--- config.mk ---
export PLATFORM = sky130hd
export DESIGN_NAME = alu_seq
export DESIGN_NICKNAME = d
export VERILOG_FILES = /design/src/rtl/alu_seq.sv
export SDC_FILE = /design/constraint.sdc
export NUM_CORES = 1
export LEC_CHECK = 0
export ABC_AREA = 1
export CAP_MARGIN = 10
export CORE_UTILIZATION = 35
export CTS_CLUSTER_SIZE = 40
export DETAILED_ROUTE_END_ITERATION = 6
export SLEW_MARGIN = 25
export SYNTH_ARGS = -nofsm -noshare
export SYNTH_HDL_FRONTEND = slang
export SYNTH_SLANG_ARGS = --single-unit
--- constraint.sdc ---
create_clock -name clk -period 8.3 [get_ports clk]
set_input_delay 2.075 -clock clk [delete_from_list [all_inputs] [get_ports clk]]
set_output_delay 2.075 -clock clk [all_outputs]
set_load 0.02 [all_outputs]
--- src/rtl/alu_seq.sv ---
// alu_seq: handshaked execute-stage ALU with registered results and flags.
// Non-MUL ops complete in one cycle; MUL is a WIDTH-step shift-and-add.
// Ports:
//   clk, reset          clock, synchronous active-high reset
//   in_valid/in_ready   request handshake; in_ctl, in_a, in_b, in_tag request
//   out_valid/out_ready result handshake; out_result, out_tag result
//   out_zero/out_neg/out_carry/out_ovf/out_illegal  result flags
module alu_seq #(
   parameter int unsigned WIDTH  = 32,
   parameter int unsigned TAG_W  = 4,
   parameter bit          MUL_EN = 1'b1
) (
   input  logic             clk,
   input  logic             reset,
   input  logic             in_valid,
   output logic             in_ready,
   input  logic [3:0]       in_ctl,
   input  logic [WIDTH-1:0] in_a,
   input  logic [WIDTH-1:0] in_b,
   input  logic [TAG_W-1:0] in_tag,
   output logic             out_valid,
   input  logic             out_ready,
   output logic [WIDTH-1:0] out_result,
   output logic             out_zero,
   output logic             out_neg,
   output logic             out_carry,
   output logic             out_ovf,
   output logic             out_illegal,
   output logic [TAG_W-1:0] out_tag
);

   localparam int unsigned SHW = $clog2(WIDTH);
   localparam int unsigned CW  = SHW + 1;

   typedef enum logic [1:0] {IDLE, MUL, HOLD} state_t;

   state_t           state, state_n;
   logic [CW-1:0]    cnt;
   logic [WIDTH-1:0] a_sh, b_sh, acc;
   logic [TAG_W-1:0] mtag;

   logic [WIDTH-1:0] res_c;
   logic [WIDTH:0]   sum_c;
   logic [SHW-1:0]   shamt;
   logic             carry_c, ovf_c, ill_c, is_mul, accept, mul_done;

   // Single-cycle datapath for everything except MUL.
   always_comb begin
      res_c   = '0;
      sum_c   = '0;
      carry_c = 1'b0;
      ovf_c   = 1'b0;
      ill_c   = 1'b0;
      shamt   = in_b[SHW-1:0];
      case (in_ctl)
         4'b0000: res_c = in_a & in_b;
         4'b0001: res_c = in_a | in_b;
         4'b0010: begin
            sum_c   = {1'b0, in_a} + {1'b0, in_b};
            res_c   = sum_c[WIDTH-1:0];
            carry_c = sum_c[WIDTH];
            ovf_c   = (in_a[WIDTH-1] == in_b[WIDTH-1]) && (res_c[WIDTH-1] != in_a[WIDTH-1]);
         end
         4'b0011: res_c = in_a ^ in_b;
         4'b0100: res_c = in_a << shamt;
         4'b0101: res_c = in_a >> shamt;
         4'b0110: begin
            // Subtract as A + ~B + 1 so carry-out means "no borrow".
            sum_c   = {1'b0, in_a} + {1'b0, ~in_b} + {{WIDTH{1'b0}}, 1'b1};
            res_c   = sum_c[WIDTH-1:0];
            carry_c = sum_c[WIDTH];
            ovf_c   = (in_a[WIDTH-1] != in_b[WIDTH-1]) && (res_c[WIDTH-1] != in_a[WIDTH-1]);
         end
         4'b0111: res_c = {{(WIDTH-1){1'b0}}, ($signed(in_a) < $signed(in_b))};
         4'b1000: res_c = $signed(in_a) >>> shamt;
         4'b1001: res_c = {{(WIDTH-1){1'b0}}, (in_a < in_b)};
         4'b1011: ill_c = !MUL_EN;
         4'b1100: res_c = ~(in_a | in_b);
         default: ill_c = 1'b1;
      endcase
   end

   assign is_mul   = (in_ctl == 4'b1011) && MUL_EN;
   assign accept   = in_valid && in_ready;
   assign mul_done = (state == MUL) && (cnt == CW'(WIDTH));

   always_comb begin
      state_n  = state;
      in_ready = 1'b0;
      case (state)
         IDLE: begin
            in_ready = !out_valid || out_ready;
            if (accept && is_mul) state_n = MUL;
         end
         MUL:  if (mul_done) state_n = HOLD;
         HOLD: if (out_valid && out_ready) state_n = IDLE;
         default: state_n = IDLE;
      endcase
   end

   always_ff @(posedge clk) begin
      if (reset) begin
         state       <= IDLE;
         cnt         <= '0;
         a_sh        <= '0;
         b_sh        <= '0;
         acc         <= '0;
         mtag        <= '0;
         out_valid   <= 1'b0;
         out_result  <= '0;
         out_zero    <= 1'b0;
         out_neg     <= 1'b0;
         out_carry   <= 1'b0;
         out_ovf     <= 1'b0;
         out_illegal <= 1'b0;
         out_tag     <= '0;
      end else begin
         state <= state_n;
         // Loading a new result takes priority over draining the old one.
         if (accept && !is_mul) begin
            out_valid   <= 1'b1;
            out_result  <= res_c;
            out_zero    <= (res_c == '0);
            out_neg     <= res_c[WIDTH-1];
            out_carry   <= carry_c;
            out_ovf     <= ovf_c;
            out_illegal <= ill_c;
            out_tag     <= in_tag;
         end else if (accept && is_mul) begin
            a_sh      <= in_a;
            b_sh      <= in_b;
            acc       <= '0;
            cnt       <= '0;
            mtag      <= in_tag;
            out_valid <= 1'b0;
         end else if (mul_done) begin
            out_valid   <= 1'b1;
            out_result  <= acc;
            out_zero    <= (acc == '0);
            out_neg     <= acc[WIDTH-1];
            out_carry   <= 1'b0;
            out_ovf     <= 1'b0;
            out_illegal <= 1'b0;
            out_tag     <= mtag;
         end else if (out_valid && out_ready) begin
            out_valid <= 1'b0;
         end

         if (state == MUL && !mul_done) begin
            if (b_sh[0]) acc <= acc + a_sh;
            a_sh <= a_sh << 1;
            b_sh <= b_sh >> 1;
            cnt  <= cnt + CW'(1);
         end
      end
   end

endmodule

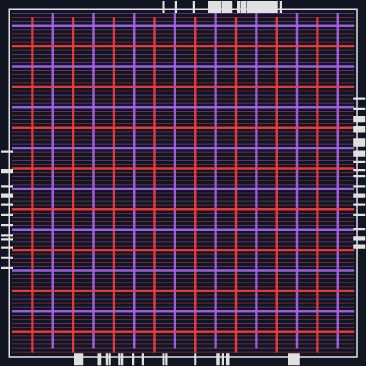
Run 1: PDN straps and rails
(1.5 px per micron) Pins as bars on the die edge.
purple -> VDD
red -> VSS
met4 straps = 16
rows = 83
met1 rails = 84

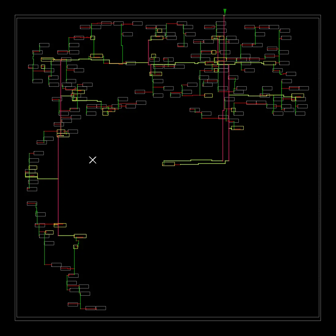
Run 1: the clock network
flip-flops: 149
cts bufs inserted: 17
clock network power: 0.777 mW

==> design notes, run 1 <==
The flow ran to the end, but the final reports show violations. The final reports fail on DRC. The capture point of the worst path was out_zero. The non-clock buffer instance count of the final layout is 158, and the post-synthesis share of cell area spent on and-or and or-and gates is 17.0%. 2624 cells are multi-input combinational gates. In this run the critical register-to-register path is captured at a_sh[8]. After detailed routing, the average wire length per cell comes to 22.6 microns. Looking at the group totals, the largest power group turns out to be combinational logic. The tools report the power attributed to sequential cells as 0.810 mW.

By startpoint and endpoint, the worst setup path is classified as primary input to register. Summing the sequential cell areas from Yosys gives 16.3% of the chip area. The run gives 71900 microns for the detailed-placement wirelength estimate.

Cell with the biggest individual delay on the critical path: clkdlybuf4s50_1. STA classifies the critical path endpoint as a register. In the per-layer breakdown of the detailed-route log, met1 shows 40000 microns. The tools report the buffer levels on the longest clock path as 2. The biggest slice of the area belongs to logic gates. After detailed routing, the total wire length is 89700 microns. The cell family with the largest share of critical-path delay was simple AND/OR/NAND/NOR gates. For this design the static power due to leakage is 9.62 nW.

Data on the critical path arrives at its endpoint at 6.03 ns. The highest clock rate this design can be run at is 0.178 GHz. The logs give 1.23 mW for the switching power and 0 for the overall overflow remaining after global route. The run gives 7 as the total iterations of the first detailed-routing run. Pins over their slew limit in the final report were tallied at 0.

In this run the top signal layer used is met4. XOR/XNOR share of the synthesized area: 1.00%. The synthesized-area fraction occupied by and/or/nand/nor cells was 44.7%. The headroom to the max-slew limit was 32.4%. The tools report the aggregate global-route resource usage as 33.0%. Counting the inverters off the clock network in the layout gives 328. In the hold report, the worst path ends at b_sh[13]. In this run the vertical extent of the chip is 231 microns. The tools report the startpoint type of the worst setup path as a primary input.

Of the cells placed in the final design, the portion with a size suffix greater than 1 is 4.35%. In this run the power density over the cells is 133 nW/um^2. Entering global routing, the biggest net connects 92 pins. Global routing consumed, on the met2 layer, 47.8% of the routing resources.

Setup repair after global routing left no endpoint under its margin. Per the Yosys statistics, synthesis produced 3265 cells. With the cts-stage hold buffer count at 0, the tally of clock buffers in the finished layout is 17.

The initial utilization of the core area, before any placement, comes to 35.6%. From left edge to right edge, the die measures 231 microns. Sequential cells account for 29.7% of the total power. Yosys mapped the design onto 51 distinct sky130hd cell types. Leaving out fill and tap cells, the most frequent cells in the layout are nand2_1, nand3_1, nor2_1. For this run, the detailed router reports a per-instance via density of 5.71. STA shows the worst reg2reg path with a cell count of 13. In this run, the synthesized area fraction spent on adder and majority cells is recorded as 9.96%. The die covers 53300 sq um. The run gives 119 as the number of placed I/O pins.

The net switching fraction of the power is 45.0%. The antenna diode count came out at 0. The tightest min-delay check is of the register to register type. Number of gates on the worst path with buffers counted: 20. The total area of sequential cells is 2980 sq um. The clock tree root driver cell was clkbuf_16. In this run the layout overhead on the synthesized area is reported as 11.6%.

Counting the fill cells in the layout gives 5932. The run gives 0 as the number of maximum-capacitance constraint violations. Row generation in the floorplan step produced 83 rows. Tap insertion was completed with 680 tapcells.

After technology mapping, the gate count stands at 3265. For the pin with the worst max-slew slack, the measured transition is 1.01 ns. TritonCTS built the clock tree. The number of setup buffers added after CTS is 0. The worst-case IR drop observed on VDD is 0.134 mV. The flow reports that combinational logic draws 41.7% of the design power.

After detailed routing, the met3 layer carries 8280 microns of wire. The mean instance size in the synthesized netlist works out to 5.61 sq um. The worst hold path stage count works out to 2. For the count of antenna-violating nets left after detailed routing, the log shows 0. The number of antenna violations at the first check in global routing is 2. The routed layout reports a DRC error count of 8. The run gives 20500 for the via count of the first global-routing pass. The final hold violation count was 0; the number of setup violations in the final report was 0. The internal portion of total power was 1.50 mW.

After layout, the setup clock skew is reported as 0.0163 ns. met3 track demand over resource after global routing is 5.19%. For the insertion delay to the later sink of the worst-skew pair, the log shows 0.49 ns.
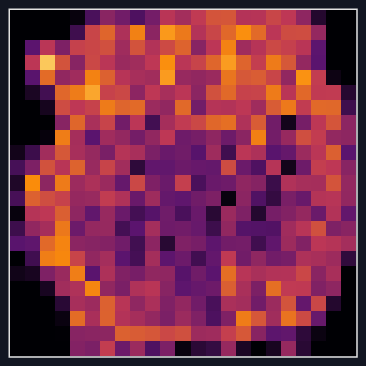
Run 1: cell area per tile
(1.5 px per micron) 23 x 23 tiles, from black (low) to pale yellow (high), 0 to 100% covered.
fullest tile = 88%
tiles over 75% full = 1.5%
mean over tiles = 37%
densest ninth of the die = top centre
nearly empty tiles = 11%

[run 1: stage by stage]
step | power, mW | utilization [%] | worst slack (ns) | hold WS, ns | instance area, sq um
after floorplan | 1.51 | - | 3.71 | 0.441 | 18300
after global placement | 1.93 | 38.6 | 2.34 | 0.449 | 19900
after detailed placement | 1.92 | 38.6 | 2.42 | 0.454 | 19900
after CTS | 2.71 | 39.7 | 2.78 | 0.465 | 20400
after global routing | 2.86 | 39.7 | 2.60 | 0.474 | 20400
final | 2.72 | 39.7 | 2.69 | 0.461 | 20400
[run 1: flip-flops by register name, summed over array words and instances, names as in the netlist]
signal / count
out_carry: 1
state: 2
out_tag: 4
out_ovf: 1
acc: 32
b_sh: 32
cnt: 6
mtag: 4
a_sh: 32
out_valid: 1
out_illegal: 1
out_zero: 1
out_result: 32
==> run 2: changes to the inputs <==
==> constraint.sdc (replaced) <==
create_clock -name clk -period 5.67 [get_ports clk]
set_input_delay 1.4175 -clock clk [delete_from_list [all_inputs] [get_ports clk]]
set_output_delay 1.4175 -clock clk [all_outputs]
set_load 0.02 [all_outputs]
==> design notes, run 2 <==
The run finished, with violations left. The checks that failed: DRC. Number of cells produced by synthesis: 3265 (unchanged).

The detailed-placement wirelength estimate came out at 72100 microns (+0.41%). According to the hold report, the worst path is of the register to register type. The tools report the number of placed I/O pins as 119 (unchanged). In this run the worst setup path terminates at out_zero. The sequential cell count came out at 149 (unchanged).

STA classifies the critical path startpoint as a primary input. The layout overhead on the synthesized area is 12.8%, and the maximum clock frequency is 0.206 GHz. The tools report the number of maximum-capacitance constraint violations as 0 (unchanged). The final worst clock skew came out at 0.0124 ns (-0.00385 ns). The tools report the via count of the first global-routing pass as 20500 (+0.083%). The run gives 78 (-15%) for the largest net degree at the start of global routing. Per the area breakdown, the dominant cell category is logic gates.

The tree is rooted in a clkbuf_16. Category of the most critical setup path: primary input to register. The run gives 1.74 mW (+42%) as the switching power. The critical path capture point type was a register.

The top cell types in the final layout, fill and taps aside, are nand2_1, nand3_1, nor2_1. The non-clock buffer instance count of the final layout is 180 (+14%). The logs give 53300 sq um (unchanged) for the chip area and 35.6% (unchanged) for the floorplan core density.

The net switching fraction of the power works out to 43.1% (-2.0 points). The logic depth of the worst register-to-register path is 12 (-1). The share of post-route cells with drive strength above 1 was 4.89% (+0.54 points). Power attributed to sequential cells: 1.19 mW (+47%). The largest part of the power goes to combinational logic.

The number of setup buffers added after CTS was 0 (unchanged). The slew at the pin with the worst max-slew slack is 1.05 ns (+0.0321 ns). The post-route DRC violation count is 14 (+6), and the final core utilization is 40.1% (+0.45 points). With the insertion delay to the later sink of the worst-skew pair at 0.47 ns (-0.02 ns), the detail-routed via count per cell is 5.76 (+0.73%).

The run gives 0 (unchanged) for the count of antenna-violating nets left after detailed routing. Reported leakage power: 9.76 nW (+1.5%). The total cells reported by yosys after synthesis came out at 3265 (unchanged).

Mean instance size in the synthesized netlist: 5.61 sq um (unchanged). The run gives 7 (unchanged) as the total iterations of the first detailed-routing run. The run gives 22.5 microns (-0.61%) for the detail-routed net length per standard cell. The run gives 0.817 ns (-1.87 ns) for the minimum setup slack in the final design. The cell family with the largest share of critical-path delay was simple AND/OR/NAND/NOR gates. The tools report the worst reg2reg path endpoint as acc[18].

The final instance area was 20700 sq um (+1.1%). With the part of the power in registers at 29.4% (-0.3 points), the number of setup violations in the final report is 0 (unchanged). The tools report the final hold slack as 0.461 ns (+0.000396 ns).

The number of antenna violations at the first check in global routing was 0 (-2); the share of total power in combinational logic was 41.9% (+0.2 points). Setup slack after placement: 0.582 ns (-1.84 ns). STA shows the worst min-delay path finishing at b_sh[8]. Inverter count of the layout excluding clock inverters: 328 (unchanged). Headroom to the max-slew limit: 30.2% (-2.2 points).

With the aggregate global-route resource usage at 32.9% (-0.13 points), the tally of clock buffers in the finished layout is 20 (+3). The number of fill cells in the layout came out at 5805 (-2.1%). The run gives 51 (unchanged) for the number of distinct standard cells referenced by the synthesized netlist.
## run 2: cell counts after synthesis
No cell type changed its count.
## run 2: metal layers
metal,GRT usage (%),vias up,part of all wire [%]
met5,0,-,0
li1,-,10900,-
met4,15.9,0,5.4
met1,45.6,10500,42
met3,6.58,193,12
met2,48.2,1352,41
## run 2: kinds of logic (layout without fill, tap and decap cells)
family / after synthesis / after routing / share of synthesized area, %
compound gates: 547 / 547 / 17.0
xor+xnor: 21 / 21 / 1.00
fa+ha+maj: 144 / 144 / 9.96
buf+inv: 492 / 540 / 11.1
flops: 149 / 149 / 16.3
other cells: 0 / 1 / 0
simple gates: 1912 / 1912 / 44.7
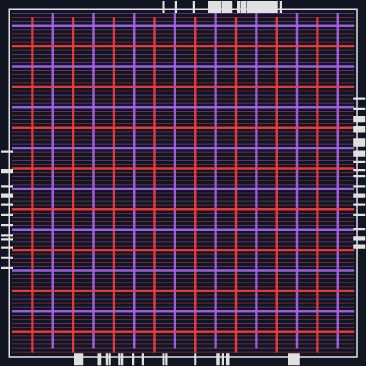
Run 2: PDN straps and rails
(1.5 px per micron) Pins as bars on the die edge.
purple -> VDD
red -> VSS
met4 straps = 16
met5 straps = 16
rows = 83
signal pins = 119
peak supply drop: 0.242 mV
floorplan die height: 231 microns
Die W: 231 microns
Core Area: 51500 sq um

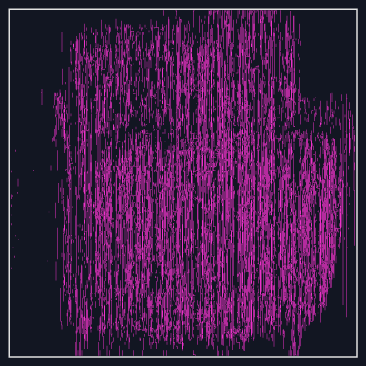
Run 2: M2 wires
(1.5 px per micron)
nets with wire on the layer = 2707
share of all routed wire = 41%
longest straight run = 149 microns
main direction = vertical
wire length on this layer = 36.6 mm

No activity file was given, so power comes from the tool's default toggle rates.
